<file path="config.mk">
export PLATFORM = sky130hd
export DESIGN_NAME = price_stats_flat
export DESIGN_NICKNAME = d
export VERILOG_FILES = /design/src/rtl/price_stats_if.sv /design/src/rtl/price_stats.sv /design/src/flat_wrapper.sv
export SDC_FILE = /design/constraint.sdc
export NUM_CORES = 1
export LEC_CHECK = 0
export ABC_CLOCK_PERIOD_IN_PS = 6160
export CORE_UTILIZATION = 45
export DETAILED_ROUTE_END_ITERATION = 10
export PLACE_DENSITY = 0.76
export SYNTH_ARGS = -nofsm -noshare
export SYNTH_HDL_FRONTEND = slang
export SYNTH_SLANG_ARGS = --single-unit
</file>
<file path="constraint.sdc">
create_clock -name clk -period 6.16 [get_ports clk]
set_clock_uncertainty 0.1 [all_clocks]
set_input_delay 0.616 -clock clk [delete_from_list [all_inputs] [get_ports clk]]
set_output_delay 0.616 -clock clk [all_outputs]
set_load 0.005 [all_outputs]
</file>
<file path="src/rtl/price_stats_if.sv">
// rtl/price_stats_if.sv - sample-in / batch-statistics-out handshake bundle for price_stats
interface price_stats_if;
    logic [31:0] price_in;
    logic        in_valid;
    logic        in_ready;
    logic        clear;
    logic [31:0] mean;
    logic [31:0] min;
    logic [31:0] max;
    logic        out_valid;
    logic        out_ready;

    modport master (
        output price_in, in_valid, clear, out_ready,
        input  in_ready, mean, min, max, out_valid
    );

    modport slave (
        input  price_in, in_valid, clear, out_ready,
        output in_ready, mean, min, max, out_valid
    );
endinterface

</file>
<file path="src/rtl/price_stats.sv">
// rtl/price_stats.sv - batch mean/min/max over N = 2^LOG2_N unsigned prices
module price_stats #(
    parameter int LOG2_N = 3
) (
    input  logic         clk,
    input  logic         rst,
    price_stats_if.slave bus
);
    localparam int N  = 1 << LOG2_N;
    localparam int SW = 32 + LOG2_N;
    localparam int CW = LOG2_N + 1;

    typedef enum logic {ACC, OUT} state_t;

    state_t          state;
    logic [SW-1:0]   sum;
    logic [CW-1:0]   cnt;
    logic [31:0]     run_min;
    logic [31:0]     run_max;

    logic [SW-1:0]   sum_next;
    logic [31:0]     min_next;
    logic [31:0]     max_next;
    logic            first;
    logic            last;
    logic            accept;

    // The first sample of a batch seeds min/max regardless of stale running values.
    always_comb begin
        first    = (cnt == '0);
        last     = (cnt == CW'(N - 1));
        accept   = (state == ACC) && bus.in_valid && !bus.clear;
        sum_next = sum + {{LOG2_N{1'b0}}, bus.price_in};
        min_next = (first || (bus.price_in < run_min)) ? bus.price_in : run_min;
        max_next = (first || (bus.price_in > run_max)) ? bus.price_in : run_max;
    end

    assign bus.in_ready = (state == ACC);

    always_ff @(posedge clk or posedge rst) begin
        if (rst) begin
            state         <= ACC;
            sum           <= '0;
            cnt           <= '0;
            run_min       <= '0;
            run_max       <= '0;
            bus.mean      <= '0;
            bus.min       <= '0;
            bus.max       <= '0;
            bus.out_valid <= 1'b0;
        end else begin
            case (state)
                ACC: begin
                    if (bus.clear) begin
                        sum <= '0;
                        cnt <= '0;
                    end else if (accept) begin
                        sum     <= sum_next;
                        cnt     <= cnt + 1'b1;
                        run_min <= min_next;
                        run_max <= max_next;
                        if (last) begin
                            bus.mean      <= sum_next[SW-1:LOG2_N];
                            bus.min       <= min_next;
                            bus.max       <= max_next;
                            bus.out_valid <= 1'b1;
                            state         <= OUT;
                        end
                    end
                end
                OUT: begin
                    // Results stay frozen until the consumer takes them; clear is ignored here.
                    if (bus.out_ready) begin
                        bus.out_valid <= 1'b0;
                        sum           <= '0;
                        cnt           <= '0;
                        state         <= ACC;
                    end
                end
                default: state <= ACC;
            endcase
        end
    end
endmodule

</file>
<file path="src/flat_wrapper.sv">
// flat-port wrapper written by rule: the top's interface ports become plain ports
module price_stats_flat 
#(
    parameter int LOG2_N = 3
)
  (clk, rst, bus_price_in, bus_in_valid, bus_clear, bus_out_ready, bus_in_ready, bus_mean, bus_min, bus_max, bus_out_valid);
  price_stats_if bus_i ();
  input  logic clk;
  input  logic rst;
  input wire logic [$bits(bus_i.price_in)-1:0] bus_price_in;
  input wire logic [$bits(bus_i.in_valid)-1:0] bus_in_valid;
  input wire logic [$bits(bus_i.clear)-1:0] bus_clear;
  input wire logic [$bits(bus_i.out_ready)-1:0] bus_out_ready;
  output wire logic [$bits(bus_i.in_ready)-1:0] bus_in_ready;
  output wire logic [$bits(bus_i.mean)-1:0] bus_mean;
  output wire logic [$bits(bus_i.min)-1:0] bus_min;
  output wire logic [$bits(bus_i.max)-1:0] bus_max;
  output wire logic [$bits(bus_i.out_valid)-1:0] bus_out_valid;
  assign bus_i.price_in = bus_price_in;
  assign bus_i.in_valid = bus_in_valid;
  assign bus_i.clear = bus_clear;
  assign bus_i.out_ready = bus_out_ready;
  assign bus_in_ready = bus_i.in_ready;
  assign bus_mean = bus_i.mean;
  assign bus_min = bus_i.min;
  assign bus_max = bus_i.max;
  assign bus_out_valid = bus_i.out_valid;
  price_stats #(.LOG2_N(LOG2_N)) u_core (.clk(clk), .rst(rst), .bus(bus_i));
endmodule
</file>
==> datasheet_impl.txt, run 1 <==
Implementation parameters

Parameter                              Value

Placement
  DP Wirelength .................. roughly 20000 um
  Weighted congestion reported at the end of routability-driven placement .................. approximately 0.9

Pwr
  Comb. pwr .................. roughly 1.2 mW
  Share of total power in combinational logic .................. 0.276
  Flip-flop and latch power .................. 1.60 mW

GRT
  Grt ovf .................. 0
  Global-route wire length before repair .................. 45720 um

Worst setup path
  Number of buffer and inverter stages on the critical path .................. 2
  Critical Path End .................. u_core.run_max[16]$_DFFE_PP0P_

Finish
  Non-clock inverters .................. roughly 78
  Layout cell share with drive strength beyond 1 .................. 0.08538
  Sequential cell count .................. roughly 200
  Largest area class, layout .................. combinational gates
  Multi-input gates .................. 801
  Clock Network Area Fraction .................. 0.05944
  Count of clock buffers in the final design .................. 27
  Most common cell after layout, fill and taps aside .................. dfrtp_1

STA
  Slew at the pin with the worst max-slew slack .................. approximately 1100 ps

Status
  Run status .................. finished clean

Flow run
  Max-cap violations .................. 0

Die
  Chip Width .................. 160.7 um
  Count of boundary I/O pins .................. 135
  Standard-cell rows .................. around 57

CTS
  Number of clock sinks .................. 201

Detailed routing
  Residual DRC .................. 0

Synth
  Mean area per synthesized cell .................. 10.05 um^2
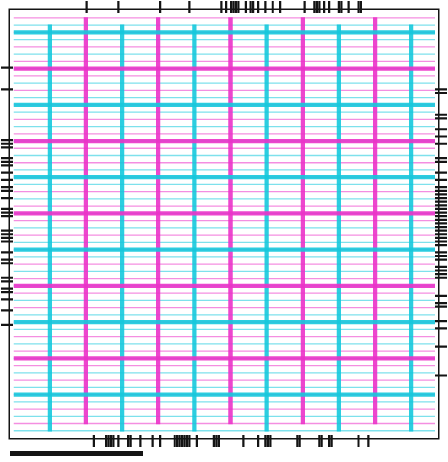
*Floorplan with the power grid, run 1*
The bar under the picture is 50 um long. Pins as bars on the die edge.
- VDD: magenta
- VSS: cyan
- met5 straps: 11
- met4 straps: 11
- signal pins: 135

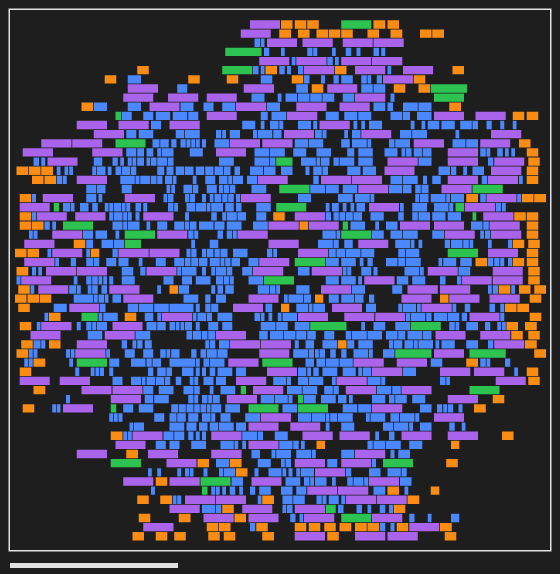
*Cells colored by class, run 1*
The bar under the picture is 50 um long.
- clock drivers and dummy loads: green (cells 41; share of their area 6.1%)
- other buffers and delay cells: orange (cells 144; share of their area 11%)
- all other logic: blue (cells 879; share of their area 46%)
- flip-flops: purple (cells 201; share of their area 37%)

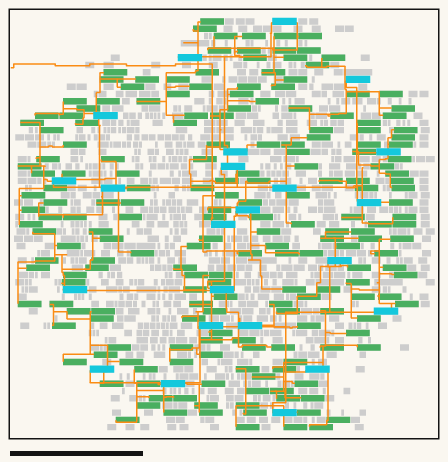
*Clock wires, drivers and flops, run 1*
The bar under the picture is 50 um long.
- clock wires: orange (length 2700 um)
- flip-flops: green (count 201)
- cells driving clock nets: cyan (count 23)
- routed clock nets: 24
insertion delay at the late pin of the worst-skew pair: 510 ps
part of the power in the clock network: 0.349
total clock network power: 1.49 mW

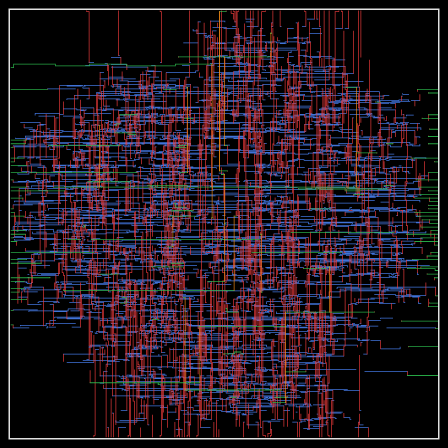
*Wiring by layer, run 1*
- met4: orange (wire length 460 um)
- met1: blue (wire length 13200 um)
- met3: green (wire length 1310 um)
- met2: red (wire length 12800 um)
total wirelength of the detailed-routed design: 27740 um
total routing usage reported by global routing: 0.2186
final routed wire length divided by cell count: 17.45 um
vias: 8781

### Track usage over the die, run 1

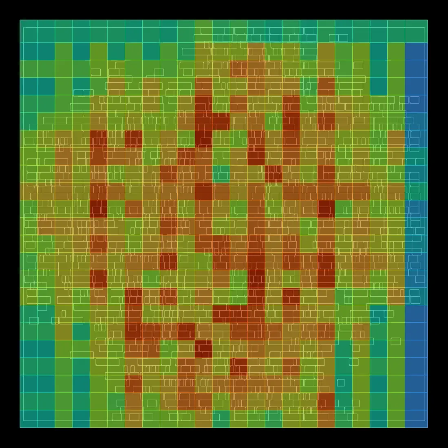

--- run 2 (diff from run 1) ---
Settings changed: ABC_CLOCK_PERIOD_IN_PS 6160 to 3640, PLACE_DENSITY 0.76 to 0.74.
Clock period 6.16 ns to 3.64 ns, I/O delays scaled along.
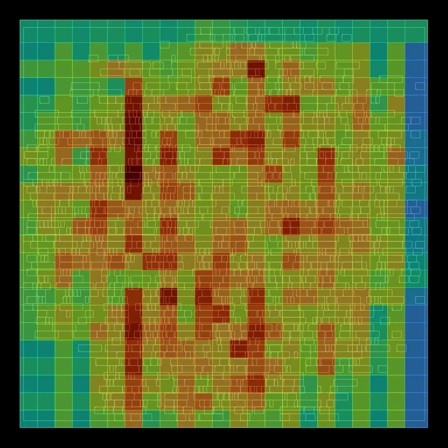
*Track usage over the die, run 2*
met1 track demand over resource in global routing: 0.3062
final routed wire length divided by cell count: 17.00 um
global-route met2 utilization: 0.3597
busiest grt layer: met2

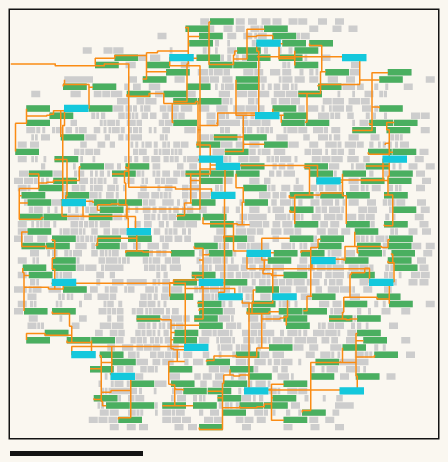
*Clock wires, drivers and flops, run 2*
The bar under the picture is 50 um long.
- cells driving clock nets: cyan (count 24)
- flip-flops: green (count 201)
- clock wires: orange (length 2640 um)
- flops lie: widely spread
- routed clock nets: 25

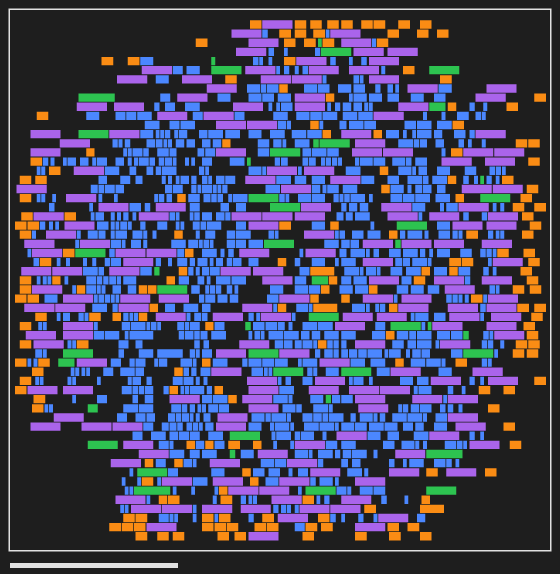
*Cells colored by class, run 2*
The bar under the picture is 50 um long.
- clock drivers and dummy loads: green (cells 44; share of their area 5.9%)
- other buffers and delay cells: orange (cells 192; share of their area 13%)
- all other logic: blue (cells 879; share of their area 45%)
- flip-flops: purple (cells 201; share of their area 36%)
standard-cell rows: 57
core region area: 24530 um^2
post-layout util: 0.5795

==> run 2 against run 1 <==
Sequential power rose by 69%. Critical endpoint is now u_core.bus.min[22]$_DFFE_PP0P_. First-iteration DRC count is 10% higher. Largest cell class unchanged. Core utilization up 1.6 points. Flip-flop count is the same. Global-route usage rose by 0.18 points. Routed wire length grew 0.51%.
==> datasheet_impl.txt, run 2 <==
Implementation parameters

Parameter                              Value

Placement
  Weighted congestion reported at the end of routability-driven placement .................. 0.8978 (was 0.8744)
  DP Wirelength .................. 20410 um (was 19900 um)

Finish
  Layout cell share with drive strength beyond 1 .................. 0.1178 (was 0.08538)
  Synthesis-to-layout area growth .................. 25.42% (was 22.00%)
  Count of clock buffers in the final design .................. 33 (was 27)
  Most common cell after layout, fill and taps aside .................. dfrtp_1 (unchanged)
  Layout non-clock buf frac .................. 0.1276 (was 0.1024)
  Non-clock inverters .................. 78 (unchanged)
  Sequential cell count .................. 201 (unchanged)
  Clock Network Area Fraction .................. 0.05764 (was 0.05944)

GRT
  Grt ovf .................. 0 (unchanged)
  Total routing usage reported by global routing .................. 0.2204 (was 0.2186)
  Global-route wire length before repair .................. 46090 um (was 45720 um)

Worst setup path
  Required time of the critical path .................. 3920 ps (was 6450 ps)
  Number of buffer and inverter stages on the critical path .................. 3 (was 2)

Detailed routing
  Met2 routed WL .................. 12720 um (was 12780 um)
  Total wirelength of the detailed-routed design .................. 27880 um (was 27740 um)
  Residual DRC .................. 0 (unchanged)
  Vias .................. 8986 (was 8781)

Synth
  Compound Share, Synth .................. 0.1610 (unchanged)
  Mean area per synthesized cell .................. 10.05 um^2 (unchanged)

Flow run
  Max-cap violations .................. 0 (unchanged)

Worst hold path
  Hold crit path type .................. in -> async (was reg -> reg)

Die
  Chip Width .................. 160.7 um (unchanged)
  Count of boundary I/O pins .................. 135 (unchanged)

CTS
  Number of clock sinks .................. 201 (unchanged)
  Insertion delay at the late pin of the worst-skew pair .................. 510 ps (about the same)

STA
  Slew at the pin with the worst max-slew slack .................. 769.6 ps (was 1078 ps)

Pwr
  Comb. pwr .................. 2.08 mW (was 1.18 mW)
  Flip-flop and latch power .................. 2.70 mW (was 1.60 mW)
  Share of total power in combinational logic .................. 0.288 (was 0.276)

Status
  Run status .................. finished clean (unchanged)
### Wiring by layer, run 2

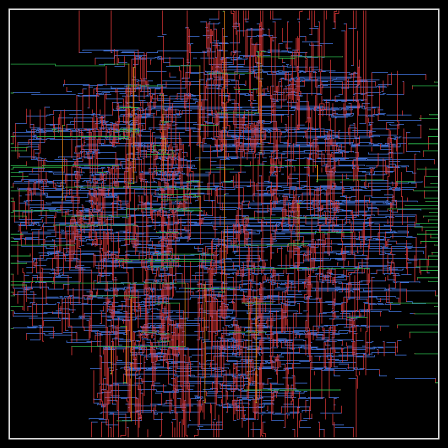

--- run 3 (diff from run 2) ---
Settings changed: ABC_CLOCK_PERIOD_IN_PS 3640 to 2900.
Clock period 3.64 ns to 2.9 ns, I/O delays scaled along.
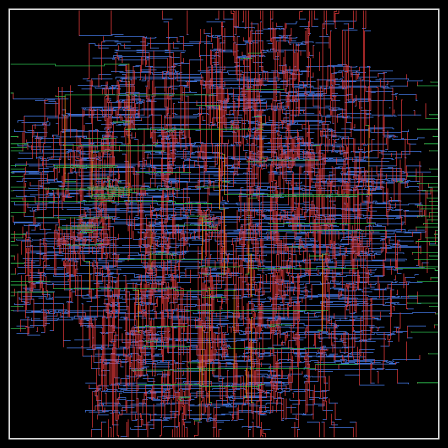
*Wiring by layer, run 3*
- met2: red (wire length 14600 um)
- met3: green (wire length 1740 um)
- met4: orange (wire length 509 um)
- met1: blue (wire length 14000 um)

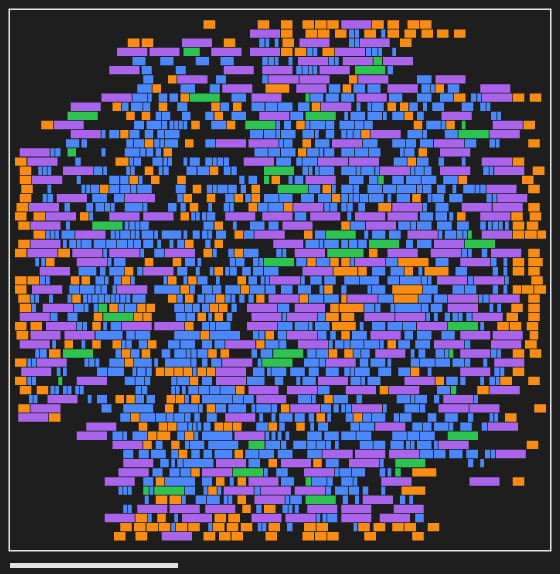
*Cells colored by class, run 3*
The bar under the picture is 50 um long.
- clock drivers and dummy loads: green (cells 40; share of their area 4.7%)
- all other logic: blue (cells 879; share of their area 43%)
- flip-flops: purple (cells 201; share of their area 33%)
- other buffers and delay cells: orange (cells 317; share of their area 19%)

==> run 3 against run 2 <==
The run now ends with negative setup slack left. Synthesized cell count unchanged. Core utilization increased by 4.9 points. Die size unchanged. Routed wire length is 10% higher. Register-to-register slack worse by 610 ps. Critical endpoint is now u_core.run_min[24]$_DFFE_PP0P_. Largest cell class unchanged. Largest power group unchanged.
==> datasheet_impl.txt, run 3 <==
Implementation parameters

Parameter                              Value

Status
  Run status .................. finished, violations left (was finished clean)
  Violations in the final reports .................. negative setup slack

Worst setup path
  Critical Path End .................. u_core.run_min[24]$_DFFE_PP0P_ (was u_core.bus.min[22]$_DFFE_PP0P_)
  Number of buffer and inverter stages on the critical path .................. 3 (unchanged)
  Required time of the critical path .................. 3180 ps (was 3920 ps)

Finish
  Synthesis-to-layout area growth .................. 36.09% (was 25.42%)
  Layout cell share with drive strength beyond 1 .................. 0.2178 (was 0.1178)
  Sequential cell count .................. 201 (unchanged)
  Largest area class, layout .................. combinational gates (unchanged)
  Non-clock inverters .................. 78 (unchanged)
  Count of clock buffers in the final design .................. 30 (was 33)
  Clock Network Area Fraction .................. 0.04566 (was 0.05764)
  Fill cell count .................. 1957 (was 2092)
  Multi-input gates .................. 801 (unchanged)
  Most common cell after layout, fill and taps aside .................. dfrtp_1 (unchanged)

Pwr
  Part of the power in the clock network .................. 0.293 (was 0.340)
  Total clock network power .................. 2.75 mW (was 2.46 mW)
  Comb. pwr .................. 3.23 mW (was 2.08 mW)

Die
  Standard-cell rows .................. 57 (unchanged)
  Count of boundary I/O pins .................. 135 (unchanged)
  Core region area .................. 24530 um^2 (unchanged)

Detailed routing
  Met2 routed WL .................. 14590 um (was 12720 um)
  Total wirelength of the detailed-routed design .................. 30800 um (was 27880 um)
  Residual DRC .................. 0 (unchanged)
  Vias .................. 9523 (was 8986)

STA
  Setup violation total in the final timing report .................. 16 (was 0)
  Least setup slack across all paths after layout .................. -23.27 ps (was 583.9 ps)
  Slew at the pin with the worst max-slew slack .................. 852.6 ps (was 769.6 ps)

Worst hold path
  Hold crit path type .................. in -> async (unchanged)

GRT
  Grt ovf .................. 0 (unchanged)
  Global-route wire length before repair .................. 48140 um (was 46090 um)
  Global-route met2 utilization .................. 0.3794 (was 0.3597)

CTS
  Insertion delay at the late pin of the worst-skew pair .................. 520 ps (was 510 ps)
  TritonCTS buffer count .................. 22 (was 24)

Placement
  Weighted congestion reported at the end of routability-driven placement .................. 0.9182 (was 0.8978)
  DP Wirelength .................. 21670 um (was 20410 um)

Synth
  Netlist area before placement .................. 11340 um^2 (unchanged)

Flow run
  Max-cap violations .................. 0 (unchanged)
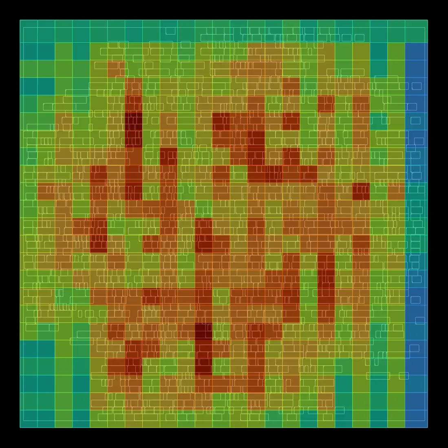
*Track usage over the die, run 3*
total routing usage reported by global routing: 0.2326
global-route met3 utilization: 0.03435
met1 track demand over resource in global routing: 0.3266
final routed wire length divided by cell count: 17.49 um

Power is estimated from default activity; no workload was simulated.
